clock_wires.png
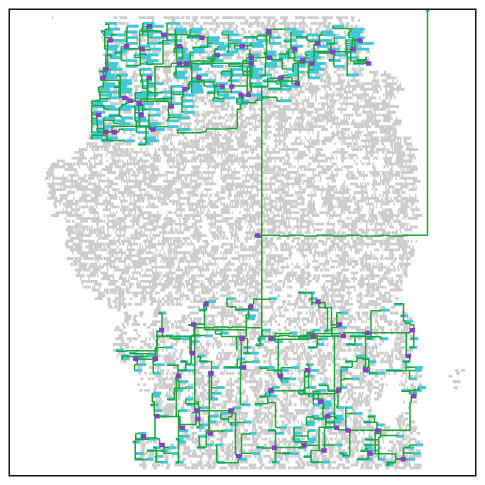
placed.png
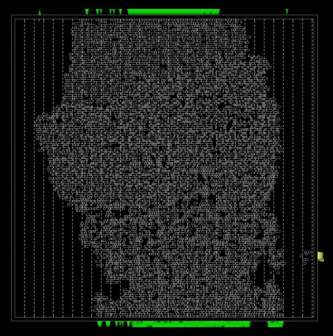
layers.png
Bar = 100 um.
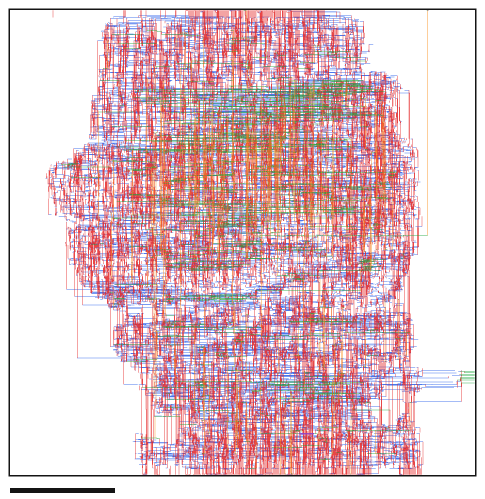
port_trees.png
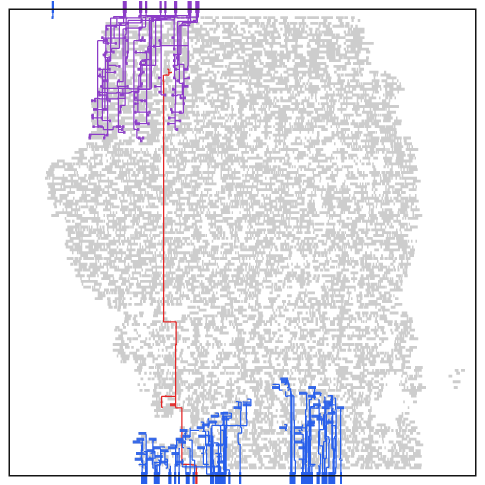
pinout.png
Pins as bars across the die edge, other pins in grey.
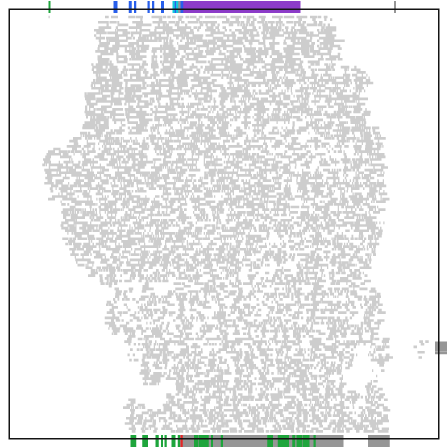
--- config.mk ---
export PLATFORM = sky130hd
export DESIGN_NAME = strat_score_seq
export DESIGN_NICKNAME = d
export VERILOG_FILES = /design/src/rtl/strat_pkg.sv /design/src/rtl/strat_mac_lane.sv /design/src/rtl/strat_score_seq.sv
export SDC_FILE = /design/constraint.sdc
export NUM_CORES = 2
export LEC_CHECK = 0
export CORE_MARGIN = 5
export CORE_UTILIZATION = 35
export CTS_BUF_LIST = sky130_fd_sc_hd__clkbuf_8
export DETAILED_ROUTE_END_ITERATION = 8
export SETUP_SLACK_MARGIN = 0.1
export SYNTH_ARGS = -nofsm -noshare
export SYNTH_HDL_FRONTEND = slang
export SYNTH_SLANG_ARGS = --single-unit
--- constraint.sdc ---
create_clock -name clk -period 13.1 [get_ports clk]
set_input_delay 2.62 -clock clk [delete_from_list [all_inputs] [get_ports clk]]
set_output_delay 2.62 -clock clk [all_outputs]
set_load 0.05 [all_outputs]
--- src/rtl/strat_pkg.sv ---
// Shared types and defaults for the strategy scoring core.
package strat_pkg;

    typedef enum logic [1:0] {
        S_IDLE   = 2'd0,
        S_MAC    = 2'd1,
        S_DECIDE = 2'd2,
        S_HOLD   = 2'd3
    } state_t;

    localparam int DEF_W     = 32;
    localparam int DEF_WGT_W = 16;
    localparam int DEF_FRAC  = 8;
    localparam int DEF_ACC_W = 56;

    localparam logic HEAD_BUY  = 1'b0;
    localparam logic HEAD_SELL = 1'b1;

    // Smallest accumulator that cannot overflow summing feat_dim full products.
    function automatic int acc_w_min(input int w, input int wgt_w, input int feat_dim);
        return w + wgt_w + $clog2(feat_dim) + 1;
    endfunction

endpackage

--- src/rtl/strat_mac_lane.sv ---
// One scoring head: FEAT_DIM-entry weight file plus a serial multiply-accumulate.
module strat_mac_lane #(
    parameter int W        = 32,
    parameter int WGT_W    = 16,
    parameter int FEAT_DIM = 4,
    parameter int ACC_W    = 56,
    parameter int IDX_W    = 2
) (
    input  logic                    clk,
    input  logic                    rst,
    input  logic                    wr_en_i,
    input  logic [IDX_W-1:0]        wr_idx_i,
    input  logic signed [WGT_W-1:0] wr_data_i,
    input  logic                    clr_i,
    input  logic                    mac_en_i,
    input  logic [IDX_W-1:0]        idx_i,
    input  logic signed [W-1:0]     feat_i,
    output logic signed [ACC_W-1:0] acc_o
);
    localparam int PROD_W = W + WGT_W;

    logic signed [WGT_W-1:0]  wgt_q [FEAT_DIM];
    logic signed [ACC_W-1:0]  acc_q;
    logic signed [PROD_W-1:0] prod;
    logic signed [ACC_W-1:0]  acc_d;

    assign prod  = feat_i * wgt_q[idx_i];
    assign acc_d = acc_q + {{(ACC_W-PROD_W){prod[PROD_W-1]}}, prod};

    always_ff @(posedge clk) begin
        if (rst) begin
            for (int i = 0; i < FEAT_DIM; i++) wgt_q[i] <= '0;
            acc_q <= '0;
        end else begin
            if (wr_en_i) wgt_q[wr_idx_i] <= wr_data_i;
            if (clr_i)
                acc_q <= '0;
            else if (mac_en_i)
                acc_q <= acc_d;
        end
    end

    assign acc_o = acc_q;

endmodule

--- src/rtl/strat_score_seq.sv ---
// BUY/SELL scoring core: serial dot product per head, ReLU, threshold, tie-break.
// Optional per-side cooldown enabled by defining STRAT_COOLDOWN_EN.
module strat_score_seq
    import strat_pkg::*;
#(
    parameter int W            = DEF_W,
    parameter int FEAT_DIM     = 4,
    parameter int WGT_W        = DEF_WGT_W,
    parameter int FRAC         = DEF_FRAC,
    parameter int ACC_W        = DEF_ACC_W,
    parameter int COOLDOWN_CYC = 16,
    localparam int IDX_W       = (FEAT_DIM > 1) ? $clog2(FEAT_DIM) : 1
) (
    input  logic                  clk,
    input  logic                  rst,
    input  logic                  in_valid,
    output logic                  in_ready,
    input  logic [FEAT_DIM*W-1:0] feat,
    input  logic                  wr_en,
    output logic                  wr_ready,
    input  logic                  wr_head,
    input  logic [IDX_W-1:0]      wr_idx,
    input  logic [WGT_W-1:0]      wr_data,
    input  logic [ACC_W-1:0]      buy_thresh,
    input  logic [ACC_W-1:0]      sell_thresh,
    output logic                  out_valid,
    input  logic                  out_ready,
    output logic                  buy,
    output logic                  sell,
    output logic [ACC_W-1:0]      buy_score,
    output logic [ACC_W-1:0]      sell_score
);
    if (ACC_W < acc_w_min(W, WGT_W, FEAT_DIM)) begin : g_acc_w_chk
        $error("strat_score_seq: ACC_W too narrow for W, WGT_W and FEAT_DIM");
    end
    if (FRAC >= WGT_W || COOLDOWN_CYC < 1) begin : g_param_chk
        $error("strat_score_seq: FRAC must be below WGT_W and COOLDOWN_CYC positive");
    end

    state_t                  state_q;
    logic [IDX_W-1:0]        idx_q;
    logic signed [W-1:0]     feat_q [FEAT_DIM];
    logic                    out_valid_q, buy_q, sell_q;
    logic [ACC_W-1:0]        buy_score_q, sell_score_q;
    logic signed [ACC_W-1:0] acc_b, acc_s;
    logic [ACC_W-1:0]        relu_b_d, relu_s_d;
    logic                    idle, start, bq_d, sq_d, buy_d, sell_d;
    logic                    wr_b, wr_s, accept_buy, accept_sell;

    assign idle     = (state_q == S_IDLE);
    assign start    = idle & in_valid;
    assign wr_b     = idle & wr_en & (wr_head == HEAD_BUY);
    assign wr_s     = idle & wr_en & (wr_head == HEAD_SELL);
    assign in_ready = idle;
    assign wr_ready = idle;

    strat_mac_lane #(.W(W), .WGT_W(WGT_W), .FEAT_DIM(FEAT_DIM), .ACC_W(ACC_W), .IDX_W(IDX_W)) u_lane_buy (
        .clk(clk), .rst(rst), .wr_en_i(wr_b), .wr_idx_i(wr_idx), .wr_data_i(wr_data),
        .clr_i(start), .mac_en_i(state_q == S_MAC), .idx_i(idx_q), .feat_i(feat_q[idx_q]),
        .acc_o(acc_b)
    );
    strat_mac_lane #(.W(W), .WGT_W(WGT_W), .FEAT_DIM(FEAT_DIM), .ACC_W(ACC_W), .IDX_W(IDX_W)) u_lane_sell (
        .clk(clk), .rst(rst), .wr_en_i(wr_s), .wr_idx_i(wr_idx), .wr_data_i(wr_data),
        .clr_i(start), .mac_en_i(state_q == S_MAC), .idx_i(idx_q), .feat_i(feat_q[idx_q]),
        .acc_o(acc_s)
    );

    assign accept_buy  = (state_q == S_HOLD) & out_ready & buy_q;
    assign accept_sell = (state_q == S_HOLD) & out_ready & sell_q;

    assign relu_b_d = acc_b[ACC_W-1] ? '0 : acc_b;
    assign relu_s_d = acc_s[ACC_W-1] ? '0 : acc_s;

`ifdef STRAT_COOLDOWN_EN
    localparam int CD_W = $clog2(COOLDOWN_CYC + 1);
    logic [CD_W-1:0] cd_b_q, cd_s_q;

    always_ff @(posedge clk) begin
        if (rst) begin
            cd_b_q <= '0;
            cd_s_q <= '0;
        end else begin
            if (accept_buy)          cd_b_q <= CD_W'(COOLDOWN_CYC);
            else if (cd_b_q != '0)   cd_b_q <= cd_b_q - 1'b1;
            if (accept_sell)         cd_s_q <= CD_W'(COOLDOWN_CYC);
            else if (cd_s_q != '0)   cd_s_q <= cd_s_q - 1'b1;
        end
    end

    assign bq_d = ($signed(relu_b_d) > $signed(buy_thresh))  & (cd_b_q == '0);
    assign sq_d = ($signed(relu_s_d) > $signed(sell_thresh)) & (cd_s_q == '0);
`else
    logic unused_accept;
    assign unused_accept = accept_buy ^ accept_sell;
    assign bq_d = $signed(relu_b_d) > $signed(buy_thresh);
    assign sq_d = $signed(relu_s_d) > $signed(sell_thresh);
`endif

    // Scores are non-negative after ReLU, so an unsigned compare resolves the tie-break.
    assign buy_d  = bq_d & (~sq_d | (relu_b_d > relu_s_d));
    assign sell_d = sq_d & (~bq_d | (relu_s_d > relu_b_d));

    always_ff @(posedge clk) begin
        if (rst) begin
            state_q      <= S_IDLE;
            idx_q        <= '0;
            out_valid_q  <= 1'b0;
            buy_q        <= 1'b0;
            sell_q       <= 1'b0;
            buy_score_q  <= '0;
            sell_score_q <= '0;
            for (int i = 0; i < FEAT_DIM; i++) feat_q[i] <= '0;
        end else begin
            case (state_q)
                S_IDLE: if (in_valid) begin
                    for (int i = 0; i < FEAT_DIM; i++) feat_q[i] <= feat[i*W +: W];
                    idx_q   <= '0;
                    state_q <= S_MAC;
                end
                S_MAC: begin
                    idx_q <= idx_q + 1'b1;
                    if (idx_q == IDX_W'(FEAT_DIM - 1)) state_q <= S_DECIDE;
                end
                S_DECIDE: begin
                    buy_score_q  <= relu_b_d;
                    sell_score_q <= relu_s_d;
                    buy_q        <= buy_d;
                    sell_q       <= sell_d;
                    out_valid_q  <= 1'b1;
                    state_q      <= S_HOLD;
                end
                S_HOLD: if (out_ready) begin
                    out_valid_q <= 1'b0;
                    buy_q       <= 1'b0;
                    sell_q      <= 1'b0;
                    state_q     <= S_IDLE;
                end
                default: state_q <= S_IDLE;
            endcase
        end
    end

    assign out_valid  = out_valid_q;
    assign buy        = buy_q;
    assign sell       = sell_q;
    assign buy_score  = buy_score_q;
    assign sell_score = sell_score_q;

endmodule

==> results.yml <==
# yosys + openroad results
timing:
  max_slew_margin_pct: 11.7
  hold_viol: 0
  period_needed_ns: 12.10
  tightest_slew_ns: 1.32
  rsz0062_at_grt: "no"
final_layout:
  nFillCells: 18600
  syn2layout_area_growth_pct: 13.1
  final_area_mm2: 0.0736
  drive_above_1_share_pct: 5.06
  nNonClkBuffers: 510
  top_register: "feat_q"
  largest_class: "logic gates"
  clkbuf_count: 100
  lay_top_count: "inv_1"
  fin_util_pct: 39.8
  layout.cells.most_common_list: "inv_1, fa_1, nand2_1, nor2_1, ha_1"
  ff_count: 487
  logic_gates: 5018
  nNetsFinal: 9230
  largest_reg_flops: 128
  inv_count: 1373
critical_path:
  critical_path_depth: 37
  end_kind: "flip-flop"
  cp_top_family: "adder cells"
  critPathRequiredTime_ns: 13.75
  reg2reg_slack_ns: 1.00
  crit_fanout: 63
  cp_slowest_cell: "o21a_1"
synthesis:
  yosys.area_share.adder_pct: 39.9
  ys_seq_share_pct: 18.9
  synth_top_cell_by_area: "fa_1"
  edf_count: 256
  synthTopCellsByCount: "inv_1, fa_1, nand2_1, nor2_1, ha_1"
  yosysChipArea_mm2: 0.0650
  ff_type: "edfxtp_1"
  synth_top_area_share_pct: 30.0
  yosys.cell_count.top_type: "inv_1"
  syn_inst: 7209
global_route:
  overflow: 0
  grt_pass1_wl_mm: 325
  grt_pass1_vias: 53300
  grtUsageMet1_pct: 26.7
  grt_max_degree: 129
  grtUsageMet3_pct: 4.51
  use_met2_pct: 37.5
outcome:
  status: "finished clean"
placed_design:
  io_buffer_count: 378
  place_ws_ns: 1.12
  gp_congestion: 0.956
cts:
  insertion_delay_ns: 0.82
  clk_path_buf_depth: 3
  cts_resized: 0
  cts_buffers: 88
  clkSinkCount: 487
  clk_transition_reported_paths_ns: 0.06
route:
  vias_per_cell: 5.09
  drc: 0
  drt_pass1_iterations: 6
  highest-signal-layer: "met5"
  wl_met3_mm: 15.3
  met2_wirelength_mm: 106
  met1_length_mm: 83.8
floorplan:
  tapCellCount: 2480
  pin_count: 381
  die_h_um: 441
  fp_util_pct: 35.1
  dieArea_mm2: 0.195
  core-area_mm2: 0.185
hold_path:
  min_path_type: "flip-flop to flip-flop"
  holdPathEnd: "out_valid$_SDFFE_PP0P_"
  hold_depth: 2
job:
  warning_count: 45
Notes on clock_wires.png above:
Key: purple = clock-net drivers [count 88]; green = clock wires [length 8040 um]; cyan = flip-flops [count 487]
There are 89 routed clock nets.

Notes on placed.png above:
Non-Filler Instances: 10000
row count: 158
fraction of area in registers: 16.7%

Notes on layers.png above:
Key: purple = M5 [wire length 12.9 um]; red = M2 [wire length 106 mm]; green = M3 [wire length 15300 um]; blue = M1 [wire length 83.8 mm]; orange = M4 [wire length 12800 um]

Notes on port_trees.png above:
Key: purple = `wr_data` [direction input, end cells 128, buffers 16, wire 2750 um]; red = `in_ready` [direction output, end cells 1, buffers 1, wire 454 um]; blue = `sell_score` [direction output, end cells 56, buffers 55, wire 3170 um]

Notes on pinout.png above:
Key: green = `sell_score` [pins 56, direction output, edge 55 bottom, 1 top]; blue = `wr_data` [pins 16, direction input, edge top]; cyan = `wr_idx` [pins 2, direction input, edge top]; purple = `feat` [pins 128, direction input, edge top]; red = `in_ready` [pins 1, direction output, edge bottom]
All pins by edge: 221 bottom, 152 top, 8 right.

